[config.mk]
export PLATFORM = sky130hd
export DESIGN_NAME = tagged_regfile
export DESIGN_NICKNAME = d
export VERILOG_FILES = /design/src/rtl/tagged_regfile.sv
export SDC_FILE = /design/constraint.sdc
export NUM_CORES = 2
export LEC_CHECK = 0
export CORE_AREA = 2 2 357 359
export CTS_BUF_LIST = sky130_fd_sc_hd__clkbuf_8
export CTS_CLUSTER_DIAMETER = 80
export DETAILED_ROUTE_END_ITERATION = 16
export DIE_AREA = 0 0 359 361
export GPL_TIMING_DRIVEN = 0
export HOLD_SLACK_MARGIN = 0.06
export PLACE_DENSITY = 0.72
export SYNTH_ARGS = -nofsm -noshare
export SYNTH_HDL_FRONTEND = slang
export SYNTH_SLANG_ARGS = --single-unit
[constraint.sdc]
create_clock -name clk -period 8.44 [get_ports clk]
set_input_delay 1.688 -clock clk [delete_from_list [all_inputs] [get_ports clk]]
set_output_delay 1.688 -clock clk [all_outputs]
set_load 0.02 [all_outputs]
[src/rtl/tagged_regfile.sv]
// -----------------------------------------------------------------------------
// tagged_regfile
//   Architectural register file with per-register rename tags, fed by the
//   reorder buffer commit port. Dispatch marks a destination busy with its
//   ROB tag; commit writes the retired value and releases the tag if it is
//   still the newest producer; reads return either the committed value or
//   the tag the consumer has to wait on.
//
//   Optional build macro: TREG_COMMIT_BYPASS_EN
//     When defined, a read whose register is being released by this cycle's
//     commit sees the committed value (busy 0, tag 0) in the same cycle.
//     When undefined, reads always reflect registered state.
//
// Ports
//   clk, rst         clock, synchronous active-high reset
//   flush            clears all busy/tag state, drops same-cycle dispatch
//   dispatch_*       rename of a destination register to a ROB tag
//   commit_*         retirement of a register-writing instruction
//   rs1_*, rs2_*     combinational source reads (val, pending tag, busy)
//   busy_count       registered popcount of busy registers
// -----------------------------------------------------------------------------
module tagged_regfile #(
  parameter int TAG_W    = 4,
  parameter int NUM_REGS = 32
) (
  input  logic             clk,
  input  logic             rst,
  input  logic             flush,
  input  logic             dispatch_valid,
  input  logic [4:0]       dispatch_rd,
  input  logic [TAG_W-1:0] dispatch_tag,
  input  logic             commit_valid,
  input  logic [4:0]       commit_rd,
  input  logic [TAG_W-1:0] commit_tag,
  input  logic [31:0]      commit_val,
  input  logic [4:0]       rs1_idx,
  input  logic [4:0]       rs2_idx,
  output logic [31:0]      rs1_val,
  output logic [TAG_W-1:0] rs1_tag,
  output logic             rs1_busy,
  output logic [31:0]      rs2_val,
  output logic [TAG_W-1:0] rs2_tag,
  output logic             rs2_busy,
  output logic [5:0]       busy_count
);

  logic [31:0]         val_q  [NUM_REGS];
  logic [TAG_W-1:0]    tag_q  [NUM_REGS];
  logic [TAG_W-1:0]    tag_d  [NUM_REGS];
  logic [NUM_REGS-1:0] busy_q;
  logic [NUM_REGS-1:0] busy_d;
  logic [5:0]          count_d;

  logic disp_en;
  logic commit_en;
  logic release_en;

  // Qualified events. A commit only releases the register when it is still
  // the newest producer and no same-cycle rename replaces it.
  always_comb begin
    disp_en    = dispatch_valid && (dispatch_rd != '0) && (dispatch_tag != '0) && !flush;
    commit_en  = commit_valid && (commit_rd != '0);
    release_en = commit_en && busy_q[commit_rd] && (tag_q[commit_rd] == commit_tag)
                 && (commit_tag != '0) && !(disp_en && (dispatch_rd == commit_rd));
  end

  // Next busy/tag state and its popcount
  always_comb begin
    busy_d = busy_q;
    for (int i = 0; i < NUM_REGS; i++) tag_d[i] = tag_q[i];

    if (flush) begin
      busy_d = '0;
      for (int i = 0; i < NUM_REGS; i++) tag_d[i] = '0;
    end else begin
      if (release_en) begin
        busy_d[commit_rd] = 1'b0;
        tag_d[commit_rd]  = '0;
      end
      if (disp_en) begin
        busy_d[dispatch_rd] = 1'b1;
        tag_d[dispatch_rd]  = dispatch_tag;
      end
    end
    // x0 never holds a rename
    busy_d[0] = 1'b0;
    tag_d[0]  = '0;

    count_d = '0;
    for (int i = 1; i < NUM_REGS; i++) count_d = count_d + 6'(busy_d[i]);
  end

  // State registers
  always_ff @(posedge clk) begin
    if (rst) begin
      busy_q     <= '0;
      busy_count <= '0;
      for (int i = 0; i < NUM_REGS; i++) begin
        tag_q[i] <= '0;
        val_q[i] <= '0;
      end
    end else begin
      busy_q     <= busy_d;
      busy_count <= count_d;
      for (int i = 0; i < NUM_REGS; i++) tag_q[i] <= tag_d[i];
      // Values are written even in a flush cycle or on a stale-tag commit
      if (commit_en) val_q[commit_rd] <= commit_val;
    end
  end

  // Source reads: zero-latency from registered state
  always_comb begin
    rs1_val  = val_q[rs1_idx];
    rs1_busy = busy_q[rs1_idx];
    rs1_tag  = busy_q[rs1_idx] ? tag_q[rs1_idx] : '0;
    rs2_val  = val_q[rs2_idx];
    rs2_busy = busy_q[rs2_idx];
    rs2_tag  = busy_q[rs2_idx] ? tag_q[rs2_idx] : '0;

    if (rs1_idx == '0) begin
      rs1_val  = '0;
      rs1_busy = 1'b0;
      rs1_tag  = '0;
    end
    if (rs2_idx == '0) begin
      rs2_val  = '0;
      rs2_busy = 1'b0;
      rs2_tag  = '0;
    end

`ifdef TREG_COMMIT_BYPASS_EN
    // Forward a releasing commit straight to the consumer
    if (commit_valid && (rs1_idx == commit_rd) && (rs1_idx != '0) &&
        busy_q[rs1_idx] && (tag_q[rs1_idx] == commit_tag)) begin
      rs1_val  = commit_val;
      rs1_busy = 1'b0;
      rs1_tag  = '0;
    end
    if (commit_valid && (rs2_idx == commit_rd) && (rs2_idx != '0) &&
        busy_q[rs2_idx] && (tag_q[rs2_idx] == commit_tag)) begin
      rs2_val  = commit_val;
      rs2_busy = 1'b0;
      rs2_tag  = '0;
    end
`endif
  end

endmodule
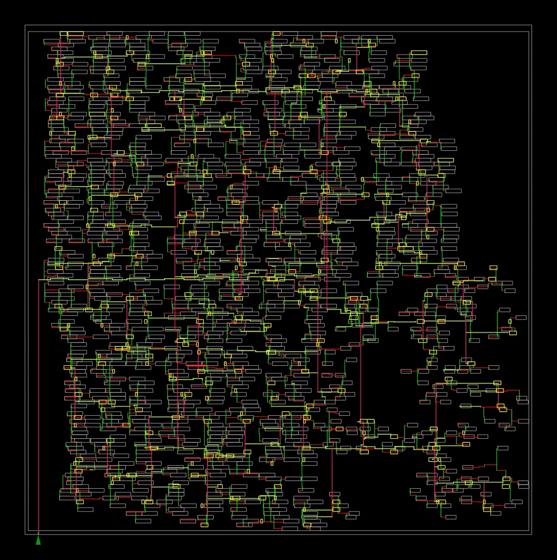
(the clock network)
Sink Count: 1185
setup clock skew after layout: 0.0348 ns
total clock network power: 5.00 mW

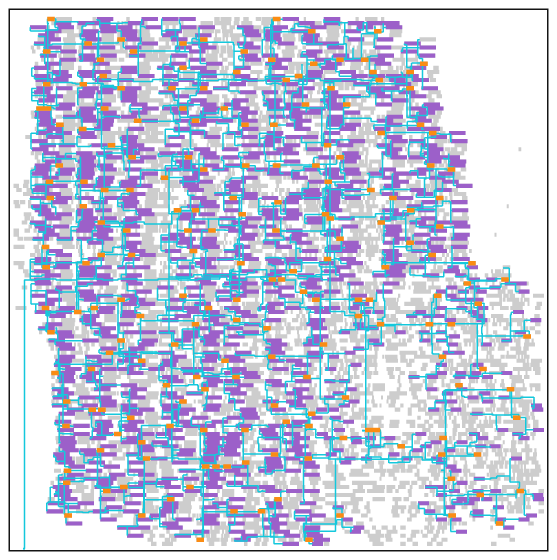
(clock distribution)
cyan -> clock wires  # length 16200 µm
orange -> cells driving clock nets  # count 196
purple -> flip-flops  # count 1185
routed clock nets = 197
flops lie = spread over the die

==> Changelog: implementation <==
### Changed

- Number of I/O pins: about 150
- Fraction of power consumed by sequential logic: roughly half
- VDD IR max: 0.209 mV
- Synth Seq Share: roughly half
- Hold-fix buffer count after cts: 0
- Internal power summed over all cells: 9.90 mW
- Chip area line of the yosys report: between 60000 and 70000 µm²
- Critical path buffers and inverters: 4
- Setup repair after global routing missed its margin: yes
- Cell with the largest stage delay on the worst path: buf_1
- CTS resizes: roughly 50
- Cells after synthesis: ~4600
- Std-Cell Core Area: 125000 µm²
- Arrival time of data at the critical path endpoint: slightly below 7 ns
- Data required, critical path: just under 7 ns
- Number of antenna violations at the first check in global routing: 8
- Final critical-path share of the clock period: 101%
- Fraction of the mapped netlist area in adder cells: 0.830%
- DIE HEIGHT: around 360 µm
- IO buf count: between 100 and 150
- Yosys top cell by area: edfxtp_1
- Setup repair bufs after CTS: 5
- Area fraction in compound gates: 5.27%
- Non-filler instance count after layout: around 7000
- XORs/XNORs by Area: 0.0928%
- Critical path fanouts, max: 10
- First-pass GRT wire length: 339 mm
- Worst relative slew slack: -5.01%
- Commonest non-fill, non-tap cell in the layout: edfxtp_1
- Width of the die: roughly 360 µm
- Switching pwr: 3.88 mW
- Root Driver: clkbuf_8
- Multiplexer share: between 20 and 30%
- Post-Route Setup TNS: -0.283 ns
- Violated checks: capacitance limit, slew limit, setup timing
- Residual antenna-violating net count after detailed routing: 0
- Post-synth top area share: 46.5%
- Kind of end point of the critical path: primary output
- Leading cell type by number of instances after synthesis: edfxtp_1
- Combinational gate area: around 30000 µm²
- # fillers: 9765
- Slowest Stage Delay on Critical Path: 1.11 ns
- Static power due to leakage: 25.1 nW
- Area fraction in and, or, nand and nor cells: 13.6%
- Number of buffers added by the clock tree synthesis step: between 150 and 200
- Final instance area: ~74000 µm²
- Tool warning count: 29
- Mean area per synthesized cell: about 14 µm²
- Nets: 5120
- Iteration-0 DRC count of the detailed router: 7838
- Outcome: complete, but fails checks
- Most frequent cells in the layout: edfxtp_1 (1024), and2_1 (995), mux4_2 (635)
- Count of synthesis-stage warnings from yosys: 0
- Commonest register cell after synthesis: edfxtp_1
- Top cells by count, synth: edfxtp_1 (1024), and2_1 (995), mux4_2 (635)
- Reg clk slew, reported paths: approximately 0.07 ns
- Classification of the worst setup path: input pin to primary output
- Dpl hpwl: about 180 mm
- Switching part of the total: approximately 28%
- Critical Path Source Type: input pin
- Global-route usage over all layers: between 30 and 40%
- Tally of unique sky130hd cells used after synthesis: just under 80
- DRC: 0
- H-tree depth: 4
- Ratio of cells with drive above 1 in the final layout: 21.9%
- Ratio of total power to cell area: approximately 190 nW/µm²
- Count of library flops with an enable pin: just over 1000
- Delay-heaviest family, CP: buffers and inverters
- Number of buffers between clock root and the deepest sink: 3
- Part of the power in the clock network: 36.3%
- Placed cell area: approximately 70000 µm²
- Vias after detailed routing: about 48000
- Starting Density: a little over half
- Most frequent cell on the critical path: mux4_2
- Final tally of hold violations: 0
- Skew-Pair Late Insertion Delay: approximately 0.97 ns
- Number of cells in Yosys stat: between 4000 and 5000
- Via count of the first global-routing pass: about 47000
- Timing-limited maximum frequency: approximately 0.12 GHz
- Combinational fraction of design power: between 10 and 15%
- Avg Vias per Cell: between 7 and 8
- Final wirelength: ~240 mm
- Setup ws final: -0.0559 ns
- Pin count of the biggest net entering global routing: 33
- Least-Margin Pin Slew: around 1.6 ns
- Final estimated routing congestion in global placement: approximately 1.1
- Layout-stage area growth over the synthesis result: 11.7%
- Main combinational cell family by area after synthesis: multiplexers
- Tally of max-capacitance violations: 4
- Async S/R FF share, synth: 0%
- Main area contributors: edfxtp_1 (47%), mux4_2 (22%), and2_1 (9.4%)
- Final hold slack: between 0.5 and 0.6 ns
- TritonCTS clock tree: yes
- DR pass1 iterations: 10
- Number of endpoints failing setup at the final stage: 12
- Count of final max-slew check failures: 33
- Overall power consumption: between 10 and 15 mW
- Total die size: between 100000 and 150000 µm²
- Worst slack at placement: -1.59 ns
- Cell area after synthesis: between 60000 and 70000 µm²
- Placed cells: 6466
- Wire per inst: roughly 36 µm
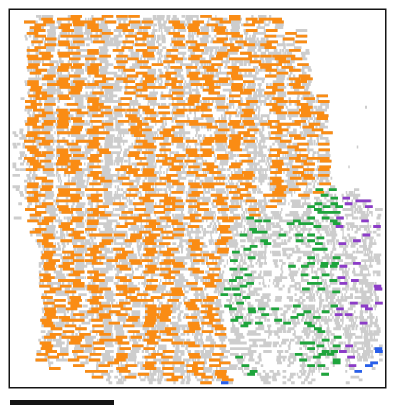
(register map, names as in the netlist)
The bar under the picture is 100 µm long. Other cells in grey.
purple -> `busy_q`  # flops 31
green -> `tag_q`  # flops 124
orange -> `val_q`  # flops 1024
blue -> `busy_count`  # flops 6
utilization after layout: 58.9%
fraction of area in registers: 46.0%
Sequential cell area: 34000 µm²
Sequential Power: 6.79 mW

[area by class of cell]
cell class | instances | share of cell area [%]
Sequential cell | 1185 | 46.0
Inverter | 35 | 0.178
Tap cell | 1650 | 2.80
Antenna cell | 4 | 0.0136
Buffer | 514 | 2.95
Clock inverter | 140 | 1.13
Clock buffer | 209 | 3.90
Multi-Input combinational cell | 2940 | 40.9
Timing Repair Buffer | 153 | 2.07
[sequential cells by signal, indices dropped and copies added, names as in the netlist]
register / flops
busy_q: 31
val_q: 1024
tag_q: 124
busy_count: 6
[routing by layer]
layer / part of all wire (%) / GRT usage (%) / up-vias
li1: - / - / 18927
met3: 15 / 12.9 / 898
met5: 0.11 / 1.18 / -
met4: 6.5 / 20.6 / 10
met1: 34 / 47.9 / 24215
met2: 44 / 56.0 / 3995
[final timing paths]
| check | end | slack, ns | startpoint | cells after the start |
|---|---|---|---|---|
| max | rs2_val[24] | -0.06 | rs2_idx[0] | 8 |
| min | busy_q[4]$_SDFF_PP0_ | 0.53 | busy_q[4]$_SDFF_PP0_ | 2 |
| max reg2reg | busy_count[4]$_SDFF_PP0_ | 1.16 | tag_q[21][3]$_SDFF_PP0_ | 21 |
| min reg2reg | busy_q[4]$_SDFF_PP0_ | 0.53 | busy_q[4]$_SDFF_PP0_ | 2 |
[power by group through the flow]
stage	clock [mW]	combinational, mW	sequential, mW
after floorplan	0	1.13	6.84
final	5.00	1.99	6.79
after global routing	5.20	2.01	6.82
after CTS	4.96	1.91	6.78
after global placement	0	1.87	6.87
after detailed placement	0	1.89	6.90
[cell families after synthesis]
kind of cell | Yosys count
multiplexers | 874
AND/OR/NAND/NOR | 1520
XOR/XNOR | 7
other | 1
adder cells (fa/ha/maj) | 30
AND-OR/OR-AND | 477
flip-flops | 1185
buffers and inverters | 553
No activity file was given, so power comes from the tool's default toggle rates.
